--- src/rtl/mul_seq_pkg.sv ---
// rtl/mul_seq_pkg.sv - shared types and constants for the nibble-serial multiplier
package mul_seq_pkg;

    typedef enum logic [1:0] {
        S_IDLE = 2'd0,
        S_RUN  = 2'd1,
        S_DONE = 2'd2
    } state_t;

    localparam int NIB_W = 4;
    // Operands up to 16 bits give at most four nibbles per operand.
    localparam int IDX_W = 2;
    localparam int PASS_W = 5;

    function automatic int pass_count(input int op_w);
        return (op_w / NIB_W) * (op_w / NIB_W);
    endfunction

endpackage

--- src/rtl/mul4x4_array.sv ---
// rtl/mul4x4_array.sv - combinational unsigned 4x4 array multiplier
module mul4x4_array (
    input  logic [3:0] a,
    input  logic [3:0] b,
    output logic [7:0] p
);

    logic [4:0] row [4];
    logic       carry;
    logic       x;
    logic       y;

    // Each row adds the next AND partial product to the previous row shifted
    // right by one; the bit shifted out is a settled product bit.
    always_comb begin
        carry = 1'b0;
        x     = 1'b0;
        y     = 1'b0;
        for (int r = 0; r < 4; r++) begin
            row[r] = '0;
        end
        row[0] = {1'b0, a & {4{b[0]}}};
        for (int r = 1; r < 4; r++) begin
            carry = 1'b0;
            for (int k = 0; k < 4; k++) begin
                x = a[k] & b[r];
                y = row[r-1][k+1];
                row[r][k] = x ^ y ^ carry;
                carry = (x & y) | (carry & (x ^ y));
            end
            row[r][4] = carry;
        end
        p = {row[3], row[2][0], row[1][0], row[0][0]};
    end

endmodule

--- src/rtl/mul8_nibble_sequencer.sv ---
// rtl/mul8_nibble_sequencer.sv - OP_W x OP_W multiplier reusing one 4x4 core per cycle
module mul8_nibble_sequencer
    import mul_seq_pkg::*;
#(
    parameter int OP_W = 8
) (
    input  logic              clk,
    input  logic              rst,
    input  logic              in_valid,
    output logic              in_ready,
    input  logic [OP_W-1:0]   in_a,
    input  logic [OP_W-1:0]   in_b,
    output logic              out_valid,
    input  logic              out_ready,
    output logic [2*OP_W-1:0] out_prod,
    output logic              busy
);

    localparam int NIBS   = OP_W / NIB_W;
    localparam int N_PASS = pass_count(OP_W);
    localparam int PW     = 2 * OP_W;
    localparam logic [PASS_W-1:0] LAST_PASS = PASS_W'(N_PASS - 1);
    localparam logic [IDX_W-1:0]  LAST_IDX  = IDX_W'(NIBS - 1);

    state_t state;
    state_t next_state;

    logic [OP_W-1:0]   a_reg;
    logic [OP_W-1:0]   b_reg;
    logic [PW-1:0]     acc;
    logic [IDX_W-1:0]  i_idx;
    logic [IDX_W-1:0]  j_idx;
    logic [PASS_W-1:0] pass;
    logic              ready_q;

    logic [OP_W-1:0]   a_shift;
    logic [OP_W-1:0]   b_shift;
    logic [3:0]        a_nib;
    logic [3:0]        b_nib;
    logic [7:0]        pp;
    logic [2:0]        ij_sum;
    logic [PW-1:0]     pp_ext;
    logic              accept;
    logic              last_pass;

    assign a_shift   = a_reg >> {i_idx, 2'b00};
    assign b_shift   = b_reg >> {j_idx, 2'b00};
    assign a_nib     = a_shift[3:0];
    assign b_nib     = b_shift[3:0];
    assign ij_sum    = 3'(i_idx) + 3'(j_idx);
    assign pp_ext    = PW'(pp) << {ij_sum, 2'b00};
    assign accept    = (state == S_IDLE) && ready_q && in_valid;
    assign last_pass = (pass == LAST_PASS);

    mul4x4_array u_core (
        .a (a_nib),
        .b (b_nib),
        .p (pp)
    );

    always_ff @(posedge clk) begin
        if (rst) begin
            state <= S_IDLE;
        end else begin
            state <= next_state;
        end
    end

    always_comb begin
        next_state = state;
        case (state)
            S_IDLE: if (accept) next_state = S_RUN;
            S_RUN:  if (last_pass) next_state = S_DONE;
            S_DONE: if (out_ready) next_state = S_IDLE;
            default: next_state = S_IDLE;
        endcase
    end

    // in_ready is registered so it stays low for the whole reset cycle.
    always_ff @(posedge clk) begin
        if (rst) begin
            ready_q <= 1'b0;
            a_reg   <= '0;
            b_reg   <= '0;
            acc     <= '0;
            i_idx   <= '0;
            j_idx   <= '0;
            pass    <= '0;
        end else begin
            ready_q <= (next_state == S_IDLE);
            if (accept) begin
                a_reg <= in_a;
                b_reg <= in_b;
                acc   <= '0;
                i_idx <= '0;
                j_idx <= '0;
                pass  <= '0;
            end else if (state == S_RUN) begin
                acc  <= acc + pp_ext;
                pass <= pass + 1'b1;
                if (i_idx == LAST_IDX) begin
                    i_idx <= '0;
                    j_idx <= j_idx + 1'b1;
                end else begin
                    i_idx <= i_idx + 1'b1;
                end
            end
        end
    end

    assign in_ready  = ready_q;
    assign out_valid = (state == S_DONE);
    assign busy      = (state != S_IDLE);
    assign out_prod  = acc;

endmodule

--- config.mk ---
export PLATFORM = sky130hd
export DESIGN_NAME = mul8_nibble_sequencer
export DESIGN_NICKNAME = d
export VERILOG_FILES = /design/src/rtl/mul_seq_pkg.sv /design/src/rtl/mul4x4_array.sv /design/src/rtl/mul8_nibble_sequencer.sv
export SDC_FILE = /design/constraint.sdc
export NUM_CORES = 1
export LEC_CHECK = 0
export CORE_MARGIN = 1.5
export CORE_UTILIZATION = 60
export CTS_CLUSTER_DIAMETER = 150
export DETAILED_ROUTE_END_ITERATION = 10
export PLACE_DENSITY = 0.88
export SLEW_MARGIN = 10
export SYNTH_ARGS = -nofsm -noshare
export SYNTH_HDL_FRONTEND = slang
export SYNTH_SLANG_ARGS = --single-unit
--- constraint.sdc ---
create_clock -name clk -period 8.8 [get_ports clk]
set_input_delay 2.64 -clock clk [delete_from_list [all_inputs] [get_ports clk]]
set_output_delay 2.64 -clock clk [all_outputs]
set_load 0.01 [all_outputs]
Fig. 1: run 1, congestion heat map
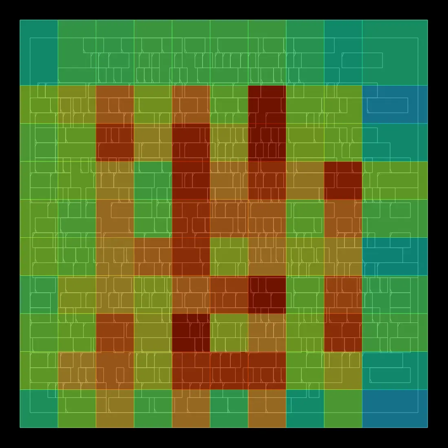
DR WL/cell: 14.7 um
busiest grt layer: met2
GRT met1 Usage: 0.354
All-Layer GR Usage: 0.270

Fig. 2: run 1, M3 wires
Drawn at 4 px/um.
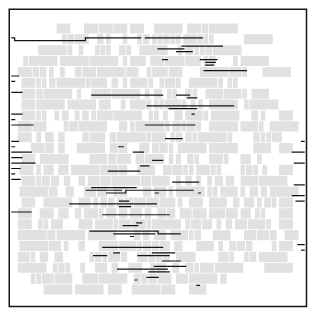
The wires run mostly horizontal. 58 nets have wire on it. The layer carries 425 um of wire.
routed via count: 2811
M3 GR Usage: 0.0407

==> flow_summary.ini, run 1 <==
; flow metrics
[run_status]
status = finished clean

[logic_synthesis]
synth-simple-area-share = 0.255
area_leaders = dfxtp_1 (29%), ha_1 (8.7%), nand2_1 (8.7%), fa_1 (6.6%), a21oi_1 (5.5%)
edf_count = 0
yosysUniqueCellTypes = 53
top_area_cell = dfxtp_1
muxShareOfSynthArea = 0.0600
synth_xor_xnor_area_share = 0.0348
synth_cells = 382
syn_area_sq_um = 3020
postSynthAreaPerCell_sq_um = 7.91
synthAdderAreaFrac = 0.153
ys_chip_area_sq_um = 3020
ys_ff = 44
synth.cells.most_frequent = nand2_1 (70), dfxtp_1 (44), nor2_1 (41)

[die]
ios = 39
taps = 67
rows = 25
core-area_sq_um = 4790
die_h_um = 74.0

[power]
seqPwrFrac = 0.538
largestPowerGroup = registers
power_frac_clock = 0.335
p_clk_mw = 0.131
p_leak_nw = 1.43
switching_share = 0.276
combPwrFrac = 0.127
power_mw = 0.390

[min_path]
min_to = a_reg[6]
hp-class = reg2reg

[global_route]
antenna_found_initial = 0
grt_pass1_vias = 2575

[cts]
cts_sinks = 44
cts_setup_buffers = 0
clk_path_buf_depth = 2
holdBufCountCts = 0
numCtsBuffers = 5
clkTransAtPathRegs_ps = 90
cts-resized-gates = 0

[final_layout]
clk_share = 0.0254
nFlopsAndLatches = 44
comb_share = 0.570
logic_gates = 304
mi_logic_area_sq_um = 1990
fill_cells = 379
final_cell_area_sq_um = 3500
syn_to_final_growth_pct = 15.8
largest_reg_flops = 16
largest_class = combinational gates
nonClkBufAreaFrac = 0.111
n_antenna_cell = 0

[critical_path]
path_cells = mux2_2, nand2_1, nor2_1, ha_1, fa_1, inv_1, fa_1, inv_1, fa_1, fa_1, fa_1, fa_1, inv_1, fa_1, o21ai_0, and2_1, ha_1, and3_1, and3_1, a41oi_1, mux2_1, a221o_1
cp-endpoint = out_prod[14]
crit_family = adder cells
path_class = reg2reg
startpoint = j_idx[0]
arrival_ps = 6390
path_buffers = 3
worst_ep_required_time_ps = 9010

[sta]
drv_slew = 0
hold_ws_ps = 453
fmax_mhz = 162
fin_crit_sh = 0.703
slew_headroom = 0.377
setup_violations = 0

[detailed_routing]
firstDrtPassIters = 5
routed.top_layer = met4
ant_nets = 0
viasPerCell = 5.87

[place]
placed_area_sq_um = 3410
hpwlAfterDp_mm = 5.25

[job]
maxCapViolations = 0
Fig. 3: run 1, sequential cells colored by netlist name
Drawn at 4 px/um. Other sequential cells in the stronger gray, the rest of the logic in the fainter gray.
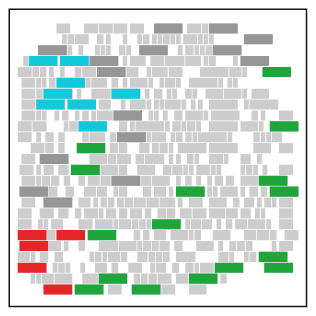
Key: out_prod = green [flops 16]; pass = red [flops 5, where south-west]; a_reg = cyan [flops 8, where north-west]
area taken by flip-flops and latches: 881 sq um
reported sequential group power: 0.210 mW
flop share of the area: 0.252
Util after Layout: 0.731

## run 1: placed cells by master, fill, tap and decap left out, types with 2 or more instances in the layout
cell type        count
nand4_1              6
ha_1                21
nor2b_1              4
nor2_1              41
and2_1               5
a31oi_1              4
o21a_1               3
and3_1               5
clkdlybuf4s50_1     38
a21o_1               5
mux2_2               8
a21oi_1             33
mux2i_1              8
a211oi_1             2
a21boi_0             3
inv_1               16
nor3_1               6
o2111ai_1            3
nor4_1               3
o21ai_0             13
nor4b_1              2
xor2_1               5
clkbuf_8             5
nand3_1             10
fa_1                10
nand2b_1             3
a31o_2               2
xnor2_1              7
or3_1                5
nand2_1             70
dfxtp_1             44
Fig. 4: run 1, metal layers overlaid
Drawn at 4 px/um.
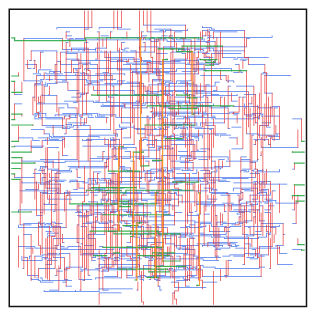

==> run 2: changes to the inputs <==
CORE_UTILIZATION = 56   (was 60)
PLACE_DENSITY = 0.83   (was 0.88)
clock period = 5.7 ns   (was 8.8 ns; I/O delays follow)
Fig. 5: run 2, metal layers overlaid
Drawn at 4 px/um.
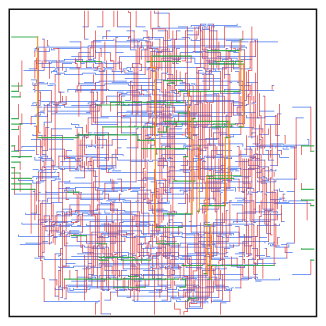
Key: met4 = orange [wire length 219 um]; met2 = red [wire length 4050 um]; met3 = green [wire length 400 um]; met1 = blue [wire length 3630 um]
drt total wl: 8.29 mm
All-Layer GR Usage: 0.257
DR WL/cell: 16.5 um

==> flow_summary.ini, run 2 <==
; flow metrics
[run_status]
status = finished clean

[sta]
finalSetupTns_ps = 0
fmax_mhz = 177
setup_violations = 0
worst-slew-pin-transition_ps = 1140
setup_ws_ps = 38.9
fin_crit_sh = 0.993
finalHoldViolCount = 0
hold_ws_ps = 463
drv_slew = 0
slew_headroom = 0.240
finClkSkew_ps = 9.12
min_period_ps = 5660

[critical_path]
crit_fanout = 5
cp_common_cell = fa_2
path_cells = mux2_4, nand2_4, nor2_4, ha_4, fa_2, inv_2, fa_1, inv_2, fa_2, fa_2, fa_2, fa_2, nand3_1, a21boi_0, ha_1, buf_4, nand2_1, o21ai_2, and3_4, a41oi_2, mux2_4, a221o_1
cp_slowest_stage_delay_ps = 550
worst_ep_required_time_ps = 5910
timing.rr.start = j_idx[0]
crit_path_top_delay_cell = fa_2
arrival_ps = 5870
crit_cells = 22
cp-start-kind = register
path_buffers = 3
worstSetupEndpointType = register
path_class = reg2reg
r2r_slack_ps = 40
crit_family = adder cells
timing.rr.end = out_prod[14]
r2r_cells = 22

[cts]
clk_latency_ps = 310
holdBufCountCts = 0
clk_path_buf_depth = 2
cts_setup_buffers = 3
cts_tree = built
clkTransAtPathRegs_ps = 90
h-tree-depth = 2
cts_sinks = 44
cts-resized-gates = 16
numCtsBuffers = 5
cts_root_buffer = clkbuf_8

[logic_synthesis]
edf_count = 0
yosysUniqueCellTypes = 53
async_flop_share = 0
synth_cells = 382
top_area_frac = 0.292
synth-simple-area-share = 0.255
ys_ff = 44
top_area_cell = dfxtp_1
synth.cells.most_frequent = nand2_1 (70), dfxtp_1 (44), nor2_1 (41)
ys.flop_type = dfxtp_1
floorplan.nets = 433
synth_xor_xnor_area_share = 0.0348
ys_cells = 382
muxShareOfSynthArea = 0.0600
area_leaders = dfxtp_1 (29%), ha_1 (8.7%), nand2_1 (8.7%), fa_1 (6.6%), a21oi_1 (5.5%)
postSynthAreaPerCell_sq_um = 7.91
yosysWarnings = 0
synthAoiAreaFrac = 0.157
topCombFamilyByArea = simple AND/OR/NAND/NOR gates
ys_chip_area_sq_um = 3020
syn_area_sq_um = 3020
synth.most_common_cell = nand2_1
synthAdderAreaFrac = 0.153
ys_seq_frac = 0.292

[final_layout]
nNetsFinal = 483
lay_top_cells = nand2_1 (66), dfxtp_1 (42), clkdlybuf4s50_1 (38)
mi_logic_area_sq_um = 2210
seq-cell-share = 0.227
n_antenna_cell = 0
flop_area_sq_um = 888
syn_to_final_growth_pct = 29.3
num-nonclk-inverters = 17
clk_share = 0.0295
comb_share = 0.565
nFlopsAndLatches = 44
largest_reg_flops = 16
fin_cells = 503
logic_gates = 304
postLayoutCoreUtil = 0.760
final_cell_area_sq_um = 3910
buffers_excl_clock = 60
fill_cells = 361
final_common_cell = nand2_1
clock_buffers = 5
nonClkBufAreaFrac = 0.140
drive_above_1_share = 0.208
largest_class = combinational gates

[die]
die_width_um = 76.5
rows = 26
taps = 70
die_h_um = 76.5
fp-utilization = 0.588
core-area_sq_um = 5140
dieArea_sq_um = 5850
ios = 39

[global_route]
grt_use_met3 = 0.0299
met1_usage = 0.352
grt.busiest_layer = met2
met2_usage = 0.426
grt_max_degree = 25
grt_pass1_wl_mm = 12.2
antenna_found_initial = 0
grt_pass1_vias = 2635
grt_overflow = 0

[place]
io_buffers = 38
dp_cells = 488
placed_area_sq_um = 3520
dp_slack_ps = -124
hpwlAfterDp_mm = 5.34
place.gp.congestion = 0.983

[detailed_routing]
ant_nets = 0
wl_met2_mm = 4.05
drcViolationCount = 0
num_vias = 2957
firstDrtPassIters = 4
routed.top_layer = met4
drt-met1-wl_mm = 3.63
wl_met3_um = 399
viasPerCell = 5.88
drt_iter0_markers = 158

[min_path]
hp-start = a_reg[6]
min_to = a_reg[6]
whs_path_depth = 2
hp-class = reg2reg

[power]
max-vdd-ir-drop_v = 0.000194
p_leak_nw = 1.53
p_per_area_nw_per_um2 = 170
power_mw = 0.666

[job]
maxCapViolations = 0
warnings = 26
[run 2: report_power, final]
part           switching (mW)  internal, mW  total [mW]  leakage, nW
Combinational          0.0507        0.0398      0.0905         1.12
Clock                   0.120         0.132       0.252       0.0548
Sequential            0.00756         0.316       0.323        0.358
[run 2: how the worst max path moves through the flow]
stage | slack, ps | start | to
2_1_floorplan | 40 | i_idx[0] | out_prod[14]
3_3_place_gp | 80 | j_idx[0] | out_prod[14]
3_5_place_dp | -120 | i_idx[0] | out_prod[14]
4_1_cts | 7 | j_idx[0] | out_prod[14]
5_1_grt | -80 | i_idx[0] | out_prod[14]
6_report | 40 | j_idx[0] | out_prod[14]
Fig. 6: run 2, congestion heat map
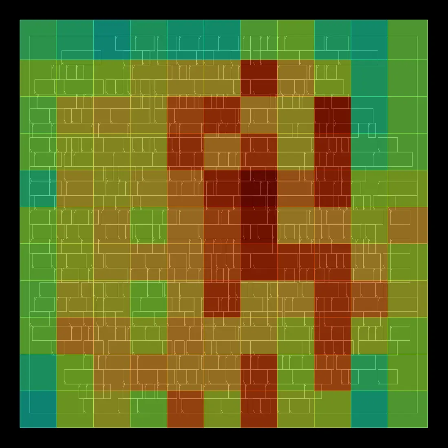

==> run 3: changes to the inputs <==
CORE_UTILIZATION = 40   (was 56)
PLACE_DENSITY = 0.63   (was 0.83)
Fig. 7: run 3, congestion heat map
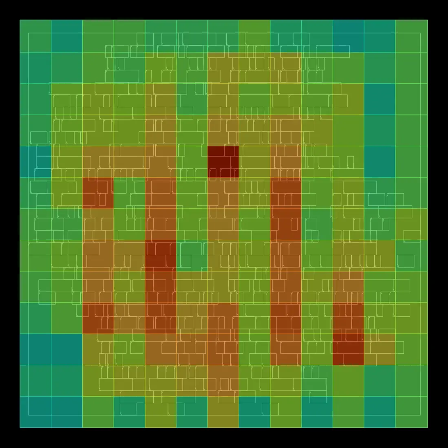
M3 GR Usage: 0.0296
met2 usage: 0.286
GRT met1 Usage: 0.269
All-Layer GR Usage: 0.184
Util after Layout: 0.524

==> flow_summary.ini, run 3 <==
; flow metrics
[run_status]
status = finished clean

[power]
switching_share = 0.269
internal_power_mw = 0.486
max-vdd-ir-drop_v = 0.000113
power_mw = 0.664
combPwrFrac = 0.126
largestPowerGroup = registers
power_frac_clock = 0.389
seq_power_mw = 0.323
p_comb_mw = 0.0834
seqPwrFrac = 0.486
p_leak_nw = 1.54
p_sw_mw = 0.178
p_clk_mw = 0.258

[detailed_routing]
drt-met1-wl_mm = 3.70
viasPerCell = 5.27
wl_met3_um = 284
ant_nets = 0
drcViolationCount = 0
wl_met2_mm = 3.24
drt_iter0_markers = 121
wire_per_inst_um = 13.8
routed.top_layer = met4

[job]
warnings = 26
maxCapViolations = 0

[final_layout]
largest_class = combinational gates
mi_logic_area_sq_um = 2080
buffers_excl_clock = 60
final_common_cell = nand2_1
fin_cells = 532
final_cell_area_sq_um = 3820
clock_buffers = 5
syn_to_final_growth_pct = 26.4
flop_area_sq_um = 888
fill_cells = 755
drive_above_1_share = 0.162
clk_share = 0.0301
largest_reg_flops = 16
logic_gates = 304
nNetsFinal = 483
lay_top_cells = nand2_1 (66), dfxtp_1 (42), nor2_1 (39)
comb_share = 0.545
n_antenna_cell = 0
num-nonclk-inverters = 17
seq-cell-share = 0.233

[sta]
worst-slew-pin-transition_ps = 861
finClkSkew_ps = 6.30
setup_ws_ps = 189
finalSetupTns_ps = 0
setup_violations = 0
fin_crit_sh = 0.967
fmax_mhz = 181
drv_slew = 0
hold_ws_ps = 459
min_period_ps = 5510
slew_headroom = 0.426

[place]
placed_area_sq_um = 3570
hpwlAfterDp_mm = 5.38
dp_slack_ps = -66.7
io_buffers = 38
place.gp.congestion = 0.889
dp_cells = 519

[logic_synthesis]
top_area_frac = 0.292
topCombFamilyByArea = simple AND/OR/NAND/NOR gates
top_area_cell = dfxtp_1
async_flop_share = 0
postSynthAreaPerCell_sq_um = 7.91
yosysUniqueCellTypes = 53
muxShareOfSynthArea = 0.0600
yosysWarnings = 0
ys_seq_frac = 0.292
synth_xor_xnor_area_share = 0.0348
ys.flop_type = dfxtp_1
floorplan.nets = 433
syn_area_sq_um = 3020
synth.most_common_cell = nand2_1
synth-simple-area-share = 0.255
synthAoiAreaFrac = 0.157
ys_cells = 382
synth_cells = 382
ys_chip_area_sq_um = 3020
ys_ff = 44
area_leaders = dfxtp_1 (29%), ha_1 (8.7%), nand2_1 (8.7%), fa_1 (6.6%), a21oi_1 (5.5%)
synthAdderAreaFrac = 0.153

[cts]
cts_setup_buffers = 0
h-tree-depth = 2
cts_root_buffer = clkbuf_8
cts_tree = built
cts-resized-gates = 3
holdBufCountCts = 0
clkTransAtPathRegs_ps = 90
clk_latency_ps = 310
cts_sinks = 44
numCtsBuffers = 5

[critical_path]
cp_common_cell = fa_1
crit_family = adder cells
cp_slowest_stage_delay_ps = 520
crit_path_top_delay_cell = or4_1
timing.rr.start = j_idx[0]
r2r_slack_ps = 190
worstSetupEndpointType = register
path_buffers = 4
path_class = reg2reg
cp-start-kind = register
worst_ep_required_time_ps = 5950
crit_fanout = 5
path_cells = mux2_4, nand2_4, nor2_1, ha_1, fa_1, inv_1, fa_1, inv_1, fa_2, fa_1, fa_2, fa_2, inv_2, fa_1, inv_1, mux2i_2, nor2_2, ha_4, a21o_1, nor3_2, nor3_2, or4_1, nand3_1
arrival_ps = 5760
startpoint = j_idx[0]

[die]
fp-utilization = 0.414
die_h_um = 89.9
taps = 99
core-area_sq_um = 7290
rows = 31
dieArea_sq_um = 8080
ios = 39

[global_route]
grt_overflow = 0
grt.busiest_layer = met2
grt_pass1_wl_mm = 12.4
grt_pass1_vias = 2549
grt_max_degree = 25

[min_path]
hp-start = b_reg[6]
hp-class = reg2reg
[run 3: worst register-to-register path: stages, from the launching register on]
cell and delay (ps):
dfxtp_4 380, mux2_4 330, nand2_4 80, nor2_1 60
ha_1 200, fa_1 370, inv_1 80, fa_1 400
inv_1 80, fa_2 200, fa_1 440, fa_2 350
fa_2 340, inv_2 60, fa_1 430, inv_1 80
mux2i_2 80, nor2_2 170, ha_4 240, a21o_1 180
nor3_2 220, nor3_2 90, or4_1 520, nand3_1 80
[run 3: final timing paths]
kind	to	depth (start not counted)
worst max-delay path	out_prod[15]	23
worst min-delay path	b_reg[6]	2
worst max register to register	out_prod[15]	23
worst min register to register	b_reg[6]	2
Power is estimated from default activity; no workload was simulated.
